### src/rtl/disp_32x4.sv
// disp_32x4: one-to-four dispatcher with a one-entry slot per output lane.
// A beat is steered to the lane named by a one-hot select. A beat whose
// select is not one-hot is consumed and dropped; drops are counted in a
// saturating counter and flagged by a sticky error bit.
module disp_32x4 #(
  parameter int unsigned WIDTH = 32,
  parameter int unsigned LANES = 4
) (
  input  logic             clk,
  input  logic             reset,
  input  logic             in_valid,
  output logic             in_ready,
  input  logic [WIDTH-1:0] in_data,
  input  logic [3:0]       in_sel,
  output logic [3:0]       out_valid,
  input  logic [3:0]       out_ready,
  output logic [WIDTH-1:0] out_data0,
  output logic [WIDTH-1:0] out_data1,
  output logic [WIDTH-1:0] out_data2,
  output logic [WIDTH-1:0] out_data3,
  output logic             err,
  input  logic             err_clr,
  output logic [7:0]       drop_cnt,
  output logic             busy
);

  localparam int unsigned SEL_W = 4;
  localparam int unsigned CNT_W = 8;
  localparam logic [CNT_W-1:0] CNT_MAX = '1;

  logic [SEL_W-1:0] valid_q;
  logic [SEL_W-1:0] valid_d;
  logic [WIDTH-1:0] data_q [LANES];
  logic [SEL_W-1:0] load;
  logic             sel_onehot;
  logic             drop;
  logic             err_d;
  logic [CNT_W-1:0] cnt_d;

  // Select decode, acceptance and per-lane load strobes.
  always_comb begin
    in_ready   = 1'b1;
    load       = '0;
    sel_onehot = (in_sel != '0) && ((in_sel & (in_sel - SEL_W'(1))) == '0);
    // Only the addressed lane gates readiness; a full lane frees up when it drains this cycle.
    if (sel_onehot) begin
      in_ready = |(in_sel & (~valid_q | out_ready));
    end
    drop = in_valid && !sel_onehot;
    if (in_valid && sel_onehot && in_ready) begin
      load = in_sel;
    end
  end

  // Next slot occupancy: a load wins over a same-cycle dequeue (no bubble).
  always_comb begin
    valid_d = load | (valid_q & ~out_ready);
  end

  // Next error state: a drop wins over a same-cycle clear.
  always_comb begin
    err_d = err;
    cnt_d = drop_cnt;
    if (drop) begin
      err_d = 1'b1;
      if (err_clr) begin
        cnt_d = CNT_W'(1);
      end else if (drop_cnt != CNT_MAX) begin
        cnt_d = drop_cnt + CNT_W'(1);
      end
    end else if (err_clr) begin
      err_d = 1'b0;
      cnt_d = '0;
    end
  end

  // Slot valid bits and the registered busy summary.
  always_ff @(posedge clk or posedge reset) begin
    if (reset) begin
      valid_q <= '0;
      busy    <= 1'b0;
    end else begin
      valid_q <= valid_d;
      busy    <= |valid_d;
    end
  end

  // Slot data registers; data is held after a dequeue.
  always_ff @(posedge clk or posedge reset) begin
    if (reset) begin
      for (int unsigned i = 0; i < LANES; i++) begin
        data_q[i] <= '0;
      end
    end else begin
      for (int unsigned i = 0; i < LANES; i++) begin
        if (load[i]) begin
          data_q[i] <= in_data;
        end
      end
    end
  end

  // Sticky error flag and saturating drop counter.
  always_ff @(posedge clk or posedge reset) begin
    if (reset) begin
      err      <= 1'b0;
      drop_cnt <= '0;
    end else begin
      err      <= err_d;
      drop_cnt <= cnt_d;
    end
  end

  assign out_valid = valid_q;
  assign out_data0 = data_q[0];
  assign out_data1 = data_q[1];
  assign out_data2 = data_q[2];
  assign out_data3 = data_q[3];

endmodule

### config.mk
export PLATFORM = sky130hd
export DESIGN_NAME = disp_32x4
export DESIGN_NICKNAME = d
export VERILOG_FILES = /design/src/rtl/disp_32x4.sv
export SDC_FILE = /design/constraint.sdc
export NUM_CORES = 1
export LEC_CHECK = 0
export CORE_UTILIZATION = 61
export CTS_CLUSTER_DIAMETER = 120
export DETAILED_ROUTE_END_ITERATION = 6
export DONT_BUFFER_PORTS = 1
export PLACE_DENSITY = 0.88
export SYNTH_ARGS = -nofsm -noshare
export SYNTH_HDL_FRONTEND = slang
export SYNTH_SLANG_ARGS = --single-unit
### constraint.sdc
create_clock -name clk -period 7.65 [get_ports clk]
set_clock_uncertainty 0.2 [all_clocks]
set_input_delay 1.9125 -clock clk [delete_from_list [all_inputs] [get_ports clk]]
set_output_delay 1.9125 -clock clk [all_outputs]
set_load 0.1 [all_outputs]
Figure 1. Wiring heat map (run 1).
(4 px per um) 20 x 20 tiles, from white (low) to dark blue (high), scaled to the fullest tile. Values are wire area over tile area, all layers added.
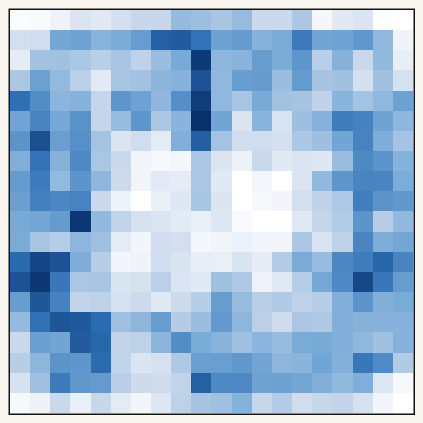
emptiest ninth of the die: centre
nearly empty tiles: 2.2%
mean over tiles: 0.19
densest ninth of the die: top centre
WL/cell: 23.8 um
drt total wl: 12000 um
Total GRT Usage: 24.9%
via count: 3068

Figure 2. I/O nets highlighted (run 1).
(4 px per um)
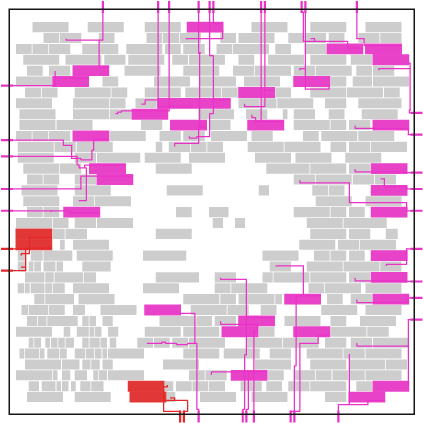
legend:
  red:
    port: `out_valid`
    bits: 4
    direction: output
    edge: 2 left, 2 bottom
    end_cells: 4
    wire: 55.0 um
  magenta:
    port: `out_data1`
    bits: 32
    direction: output
    edge: 11 top, 9 right, 7 bottom, 5 left
    end_cells: 32
    wire: 929 um
Port Buf Inserts: 0
IO Pins: 187

Figure 3. Gate families picked out (run 1).
(4 px per um)
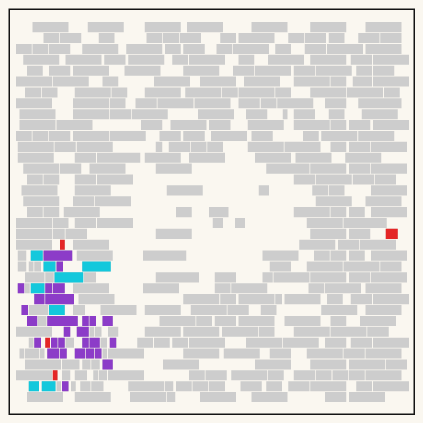
legend:
  red:
    family: inv cells
    cells: 4
    most_used: inv_1
  cyan:
    family: non-inverting ao/oa cells
    cells: 8
    most_used: o2111a_4
  purple:
    family: aoi and oai cells
    cells: 28
    most_used: a21oi_1
    where: lower left
logic share of the area: 33.2%
Commonest Layout Cell: dfrtp_1
final non-filler cell total: 505

==> flow_metrics.tcl, run 1 <==
# yosys + openroad results
set metrics [dict create \
    slew_headroom_pct 29.8 \
    yosys_warnings 0 \
    netlist.area_leader.share_pct 59.6 \
    grt_use_met1_pct 29.5 \
    yosysMostFrequentCell "dfrtp_1" \
    cts_buffer_depth 2 \
    cts_max_level 4 \
    cp_data_arrival_time_ns 3.67 \
    worstSetupEndpointType "output pin" \
    fp_util_pct 63.6 \
    worst_pin_slew_ns 1.05 \
    status "completed" \
    cts_tree "built" \
    whs_path_depth 2 \
    drv_cap 0 \
    core_sq_um 9370 \
    fillerInstances 622 \
    clockRootBuffer "clkbuf_8" \
    cts_made_buffers 17 \
    setup_viol 0 \
    ant_nets 0 \
]
## run 1: sequential cells by signal, indices dropped and copies added, names as in the netlist
name / flops
busy: 1
out_data2: 32
drop_cnt: 8
out_valid: 4
out_data0: 32
out_data1: 32
err: 1
out_data3: 32
## run 1: cell usage in the layout (no fill, tap or decap), drive strengths merged, types with 6 or more instances in the layout
master and n:
a21oi 8, bufinv 6, clkbuf 19, dfrtp 142
mux2 128, nand2 8, o21ai 7
## run 1: critical path, stage by stage
cell,delay (ns)
nand2b_1,0.21
a22oi_1,0.60
nand3_1,0.94
## run 1: cells by family after synthesis
group                    count (synthesis)  share of synthesized area, %
flip-flops                             142                          59.6
AND/OR/NAND/NOR                         30                          3.04
AND-OR/OR-AND                           36                          5.21
adder cells (fa/ha/maj)                  1                         0.210
multiplexers                           129                          28.1
buffers and inverters                   20                          3.65
XOR/XNOR                                 1                         0.147
## run 1: worst max path at each step
stage | end | slack (ns) | cells past startpoint
after global routing | in_ready | 1.82 | 3
after detailed placement | in_ready | 1.88 | 3
after global placement | in_ready | 1.95 | 3
after CTS | in_ready | 1.88 | 3
final | in_ready | 1.87 | 3
after floorplan | busy | 1.73 | 1
## run 1: routing by layer
layer	vias up	wire, um	share of wire, %
met5	-	0	0
met4	0	140	1.2
met3	10	917	7.6
met2	128	6220	52
met1	1614	4720	39
li1	1316	-	-
## run 1: per-stage QoR
step / area [sq um] / hold WS (ns) / util (%)
finish: 6590 / 0.852 / 70.4
global route: 6590 / 0.889 / 70.4
CTS: 6590 / 0.853 / 70.4
detailed placement: 5950 / 0.845 / 63.5
global placement: 5950 / 0.834 / 63.5
floorplan: 5960 / 0.812 / -
## run 1: area by class of cell
class	instances	area share [%]
sequential	142	53.9
multi-input combinational	197	33.2
clock buffer	19	6.55
clock inverter	11	3.26
tap	129	2.45
timing repair buffer	3	0.342
inverter	4	0.304
==> run 2, diff against run 1 <==
==> constraint.sdc (replaced) <==
create_clock -name clk -period 5.33 [get_ports clk]
set_clock_uncertainty 0.2 [all_clocks]
set_input_delay 1.3325 -clock clk [delete_from_list [all_inputs] [get_ports clk]]
set_output_delay 1.3325 -clock clk [all_outputs]
set_load 0.1 [all_outputs]
Figure 4. Track usage over the die (run 2).
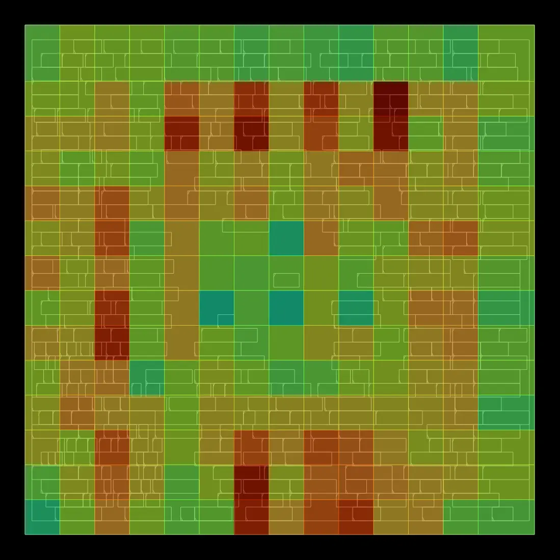
met1 Use GR: 29.4%
GR Util met3: 9.43%
Post-Route Utilization: 70.3%
M2 GR Usage: 39.2%

Figure 5. Routed clock nets over the placement (run 2).
(4 px per um)
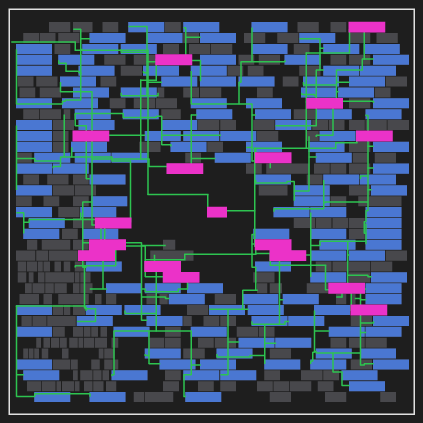
legend:
  magenta:
    item: clock-net drivers
    count: 17
  green:
    item: clock wires
    length: 1610 um
  blue:
    item: flip-flops
    count: 142
routed clock nets: 18
flops lie: spread over the die
clk_lat worst skew: 0.51 ns

==> run 2 against run 1 <==
- via count is 1.3% higher
- core utilization is 0.053 points lower
- critical path depth is 1 higher
- hold slack worse by 0.19 ns
- area after synthesis stayed put
- register-to-register slack worse by 2.0 ns
- synthesized cell count stayed put
- critical path type is now flip-flop to output pin
==> flow_metrics.tcl, run 2 <==
# yosys + openroad results
set metrics [dict create \
    cts_tree "built" \
    logic_family "multiplexers" \
    drv_cap 0 \
    clockRootBuffer "clkbuf_8" \
    critPathMaxStageDelay_ns 0.95 \
    slew_headroom_pct 30.2 \
    cts_buffer_depth 2 \
    final_cell_mix "142 x dfrtp_1, 60 x mux2_4, 38 x mux2_1, 30 x mux2_2, 16 x clkbuf_16" \
    xor_share_pct 0.147 \
    first_pass_iters 4 \
    vias 3107 \
    track_usage_pct 24.2 \
    yosysMostFrequentCell "dfrtp_1" \
    setup_viol 0 \
    cp_data_arrival_time_ns 2.73 \
    final_common_cell "dfrtp_1" \
    wl_per_cell_um 22.9 \
    io_buffers 0 \
    worst_pin_slew_ns 1.05 \
    fillerInstances 623 \
    io_pins 187 \
    synthMuxAreaShare_pct 28.1 \
    yosys.area_share.aoi_pct 5.21 \
    cp_cell_sequence "nand2b_1, a22oi_1, nand3_1, buf_4" \
    synthSimpleGateAreaFrac_pct 3.04 \
    fp_util_pct 63.6 \
    cts_max_level 4 \
    wirelength_um 11700 \
    yosys_warnings 0 \
    worstSetupEndpointType "output pin" \
    ant_nets 0 \
    status "completed" \
    stdcell_count 509 \
    cpMaxStageDelayCell "dfrtp_1" \
]
## run 2: worst max-delay path: cells and delay by family (launching register included)
family	cells	cell delay, ns
and+or+nand+nor	2	0.45
AOI/OAI and AO/OA	1	0.54
buffers and inverters	1	0.28
DFF	1	0.95
## run 2: cells by family (layout without fill, tap and decap cells)
group	count (synthesis)	count (layout)
DFF	142	142
AOI/OAI and AO/OA	36	36
adders and majority gates	1	1
muxes	129	129
xor gates and xnor gates	1	1
buffers and inverters	20	41
and+or+nand+nor	30	30
## run 2: per-stage QoR
step	hold WS, ns	setup WS [ns]	area [sq um]
floorplan	0.812	0.888	5960
global placement	0.738	1.33	5990
detailed placement	0.737	1.28	5990
CTS	0.651	1.05	6590
global route	0.644	0.918	6590
finish	0.663	1.07	6590
## run 2: worst max-delay path by stage
stage,endpoint,slack [ns],cells after the start
6_report,in_ready,1.07,4
5_1_grt,in_ready,0.92,4
4_1_cts,in_ready,1.05,4
3_5_place_dp,in_ready,1.28,4
3_3_place_gp,in_ready,1.33,4
2_1_floorplan,in_ready,0.89,3
## run 2: layout make-up
cell class,count,area [sq um],area share (%)
clock buffer,20,445,6.76
clock inverter,12,158,2.39
inverter,4,18.8,0.285
multi-input combinational,197,2190,33.2
sequential,142,3550,53.9
tap,129,161,2.45
timing repair buffer,5,62.6,0.949
## run 2: routing by layer
metal / vias up / routed length, um / global-route usage (%)
met5: - / 0 / 0
met4: 0 / 148 / 9.48
met3: 14 / 976 / 9.43
met2: 146 / 5990 / 39.2
met1: 1627 / 4560 / 29.4
li1: 1320 / - / -
==> run 3, diff against run 2 <==
--- a/config.mk
+++ b/config.mk
@@ -5,11 +5,11 @@
 export SDC_FILE = /design/constraint.sdc
 export NUM_CORES = 1
 export LEC_CHECK = 0
-export CORE_UTILIZATION = 61
+export CORE_UTILIZATION = 57
 export CTS_CLUSTER_DIAMETER = 120
 export DETAILED_ROUTE_END_ITERATION = 6
 export DONT_BUFFER_PORTS = 1
-export PLACE_DENSITY = 0.88
+export PLACE_DENSITY = 0.86
 export SYNTH_ARGS = -nofsm -noshare
 export SYNTH_HDL_FRONTEND = slang
 export SYNTH_SLANG_ARGS = --single-unit
==> constraint.sdc (replaced) <==
create_clock -name clk -period 3.7 [get_ports clk]
set_clock_uncertainty 0.2 [all_clocks]
set_input_delay 0.925 -clock clk [delete_from_list [all_inputs] [get_ports clk]]
set_output_delay 0.925 -clock clk [all_outputs]
set_load 0.1 [all_outputs]
Figure 6. Wiring heat map (run 3).
(4 px per um) 21 x 21 tiles, from white (low) to dark blue (high), scaled to the fullest tile. Values are wire area over tile area, all layers added.
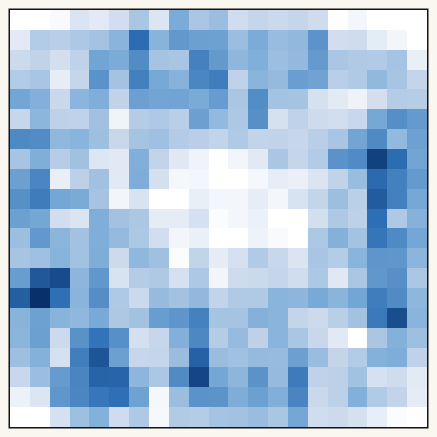
tiles over half the peak: 24%
mean over tiles: 0.18
densest ninth of the die: lower left
emptiest ninth of the die: centre
WL/cell: 23.7 um
Total GRT Usage: 24.4%
via count: 3174
drt total wl: 12400 um

Figure 7. Gate families picked out (run 3).
(4 px per um)
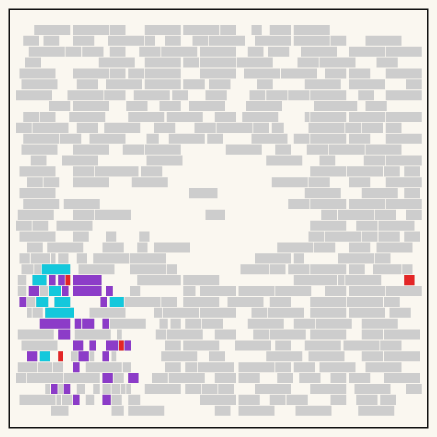
legend:
  purple:
    family: aoi and oai cells
    cells: 28
    most_used: a21oi_1
    where: lower left
  cyan:
    family: non-inverting ao/oa cells
    cells: 8
    most_used: o2111a_4
  red:
    family: inv cells
    cells: 4
    most_used: inv_1
final non-filler cell total: 524
logic share of the area: 32.7%

==> run 3 against run 2 <==
- flip-flop count did not move
- critical path depth is the same
- die size up 6.9%
- core utilization down 3.0 points
- first-iteration DRC count is 85% higher
- highest routed layer unchanged
- register-to-register slack got worse by 0.92 ns
- global-route usage rose by 0.13 points
- synthesized cell count stayed put
- largest cell class unchanged
==> flow_metrics.tcl, run 3 <==
# yosys + openroad results
set metrics [dict create \
    pre_cts_ws_ns 0.550 \
    netlist.area_leader.share_pct 59.6 \
    fp_util_pct 59.9 \
    yosysMostFrequentCell "dfrtp_1" \
    clk_latency_ns 0.51 \
    cts_tree "built" \
    final_cell_mix "142 x dfrtp_1, 60 x mux2_4, 38 x mux2_1, 30 x mux2_2, 16 x clkbuf_16" \
    cp_data_arrival_time_ns 2.04 \
    combGateArea_sq_um 2190 \
    slew_headroom_pct 29.4 \
    fillerInstances 673 \
    status "completed" \
    cp_cell_sequence "or4b_4, o211ai_4, nand3_1, buf_4" \
    clockRootBuffer "clkbuf_8" \
    cts_made_buffers 17 \
    cpMaxStageDelayCell "or4b_4" \
    worst_pin_slew_ns 1.06 \
    whs_ns 0.189 \
    worstSetupEndpointType "output pin" \
    first_pass_iters 4 \
    io_buffers 0 \
    io_pins 187 \
]
-- run 3: cell counts after synthesis --
No cell type changed its count.
-- run 3: worst min path at each step --
stage | from | end | slack, ns | depth (start not counted)
detailed placement | out_valid[2] | out_valid[2] | 0.43 | 2
global route | reset | out_data0[23] | 0.20 | 2
finish | reset | out_data0[12] | 0.19 | 2
floorplan | drop_cnt[1] | drop_cnt[1] | 0.81 | 2
global placement | out_valid[2] | out_valid[2] | 0.41 | 2
CTS | reset | out_data0[23] | 0.20 | 2
-- run 3: critical path, delay by kind of cell --
kind	cells	cell delay (ns)
compound gates	1	0.16
simple gates	2	0.71
buf+inv	1	0.24
-- run 3: cell type report --
cell class | instances | share of cell area, %
clock buffer | 18 | 6.24
clock inverter | 13 | 2.84
inverter | 4 | 0.280
multi-input combinational | 197 | 32.7
sequential | 142 | 53.0
tap | 133 | 2.48
timing repair buffer | 17 | 2.46
-- run 3: cells by family after synthesis --
family / share of synthesized area [%]
AND-OR/OR-AND: 5.21
flip-flops: 59.6
AND/OR/NAND/NOR: 3.04
XOR/XNOR: 0.147
multiplexers: 28.1
buffers and inverters: 3.65
adder cells (fa/ha/maj): 0.210
-- run 3: stage by stage --
| step | area, sq um | utilization, % |
|---|---|---|
| finish | 6700 | 67.3 |
| global route | 6700 | 67.3 |
| floorplan | 5960 | - |
| detailed placement | 6090 | 61.2 |
| CTS | 6700 | 67.3 |
| global placement | 6090 | 61.2 |
-- run 3: layer usage --
layer | share of wire (%) | vias up | track usage [%]
met3 | 7.1 | 20 | 8.08
met4 | 1.7 | 0 | 9.39
met5 | 0 | - | 0
met2 | 52 | 144 | 40.4
li1 | - | 1338 | -
met1 | 39 | 1672 | 29.4
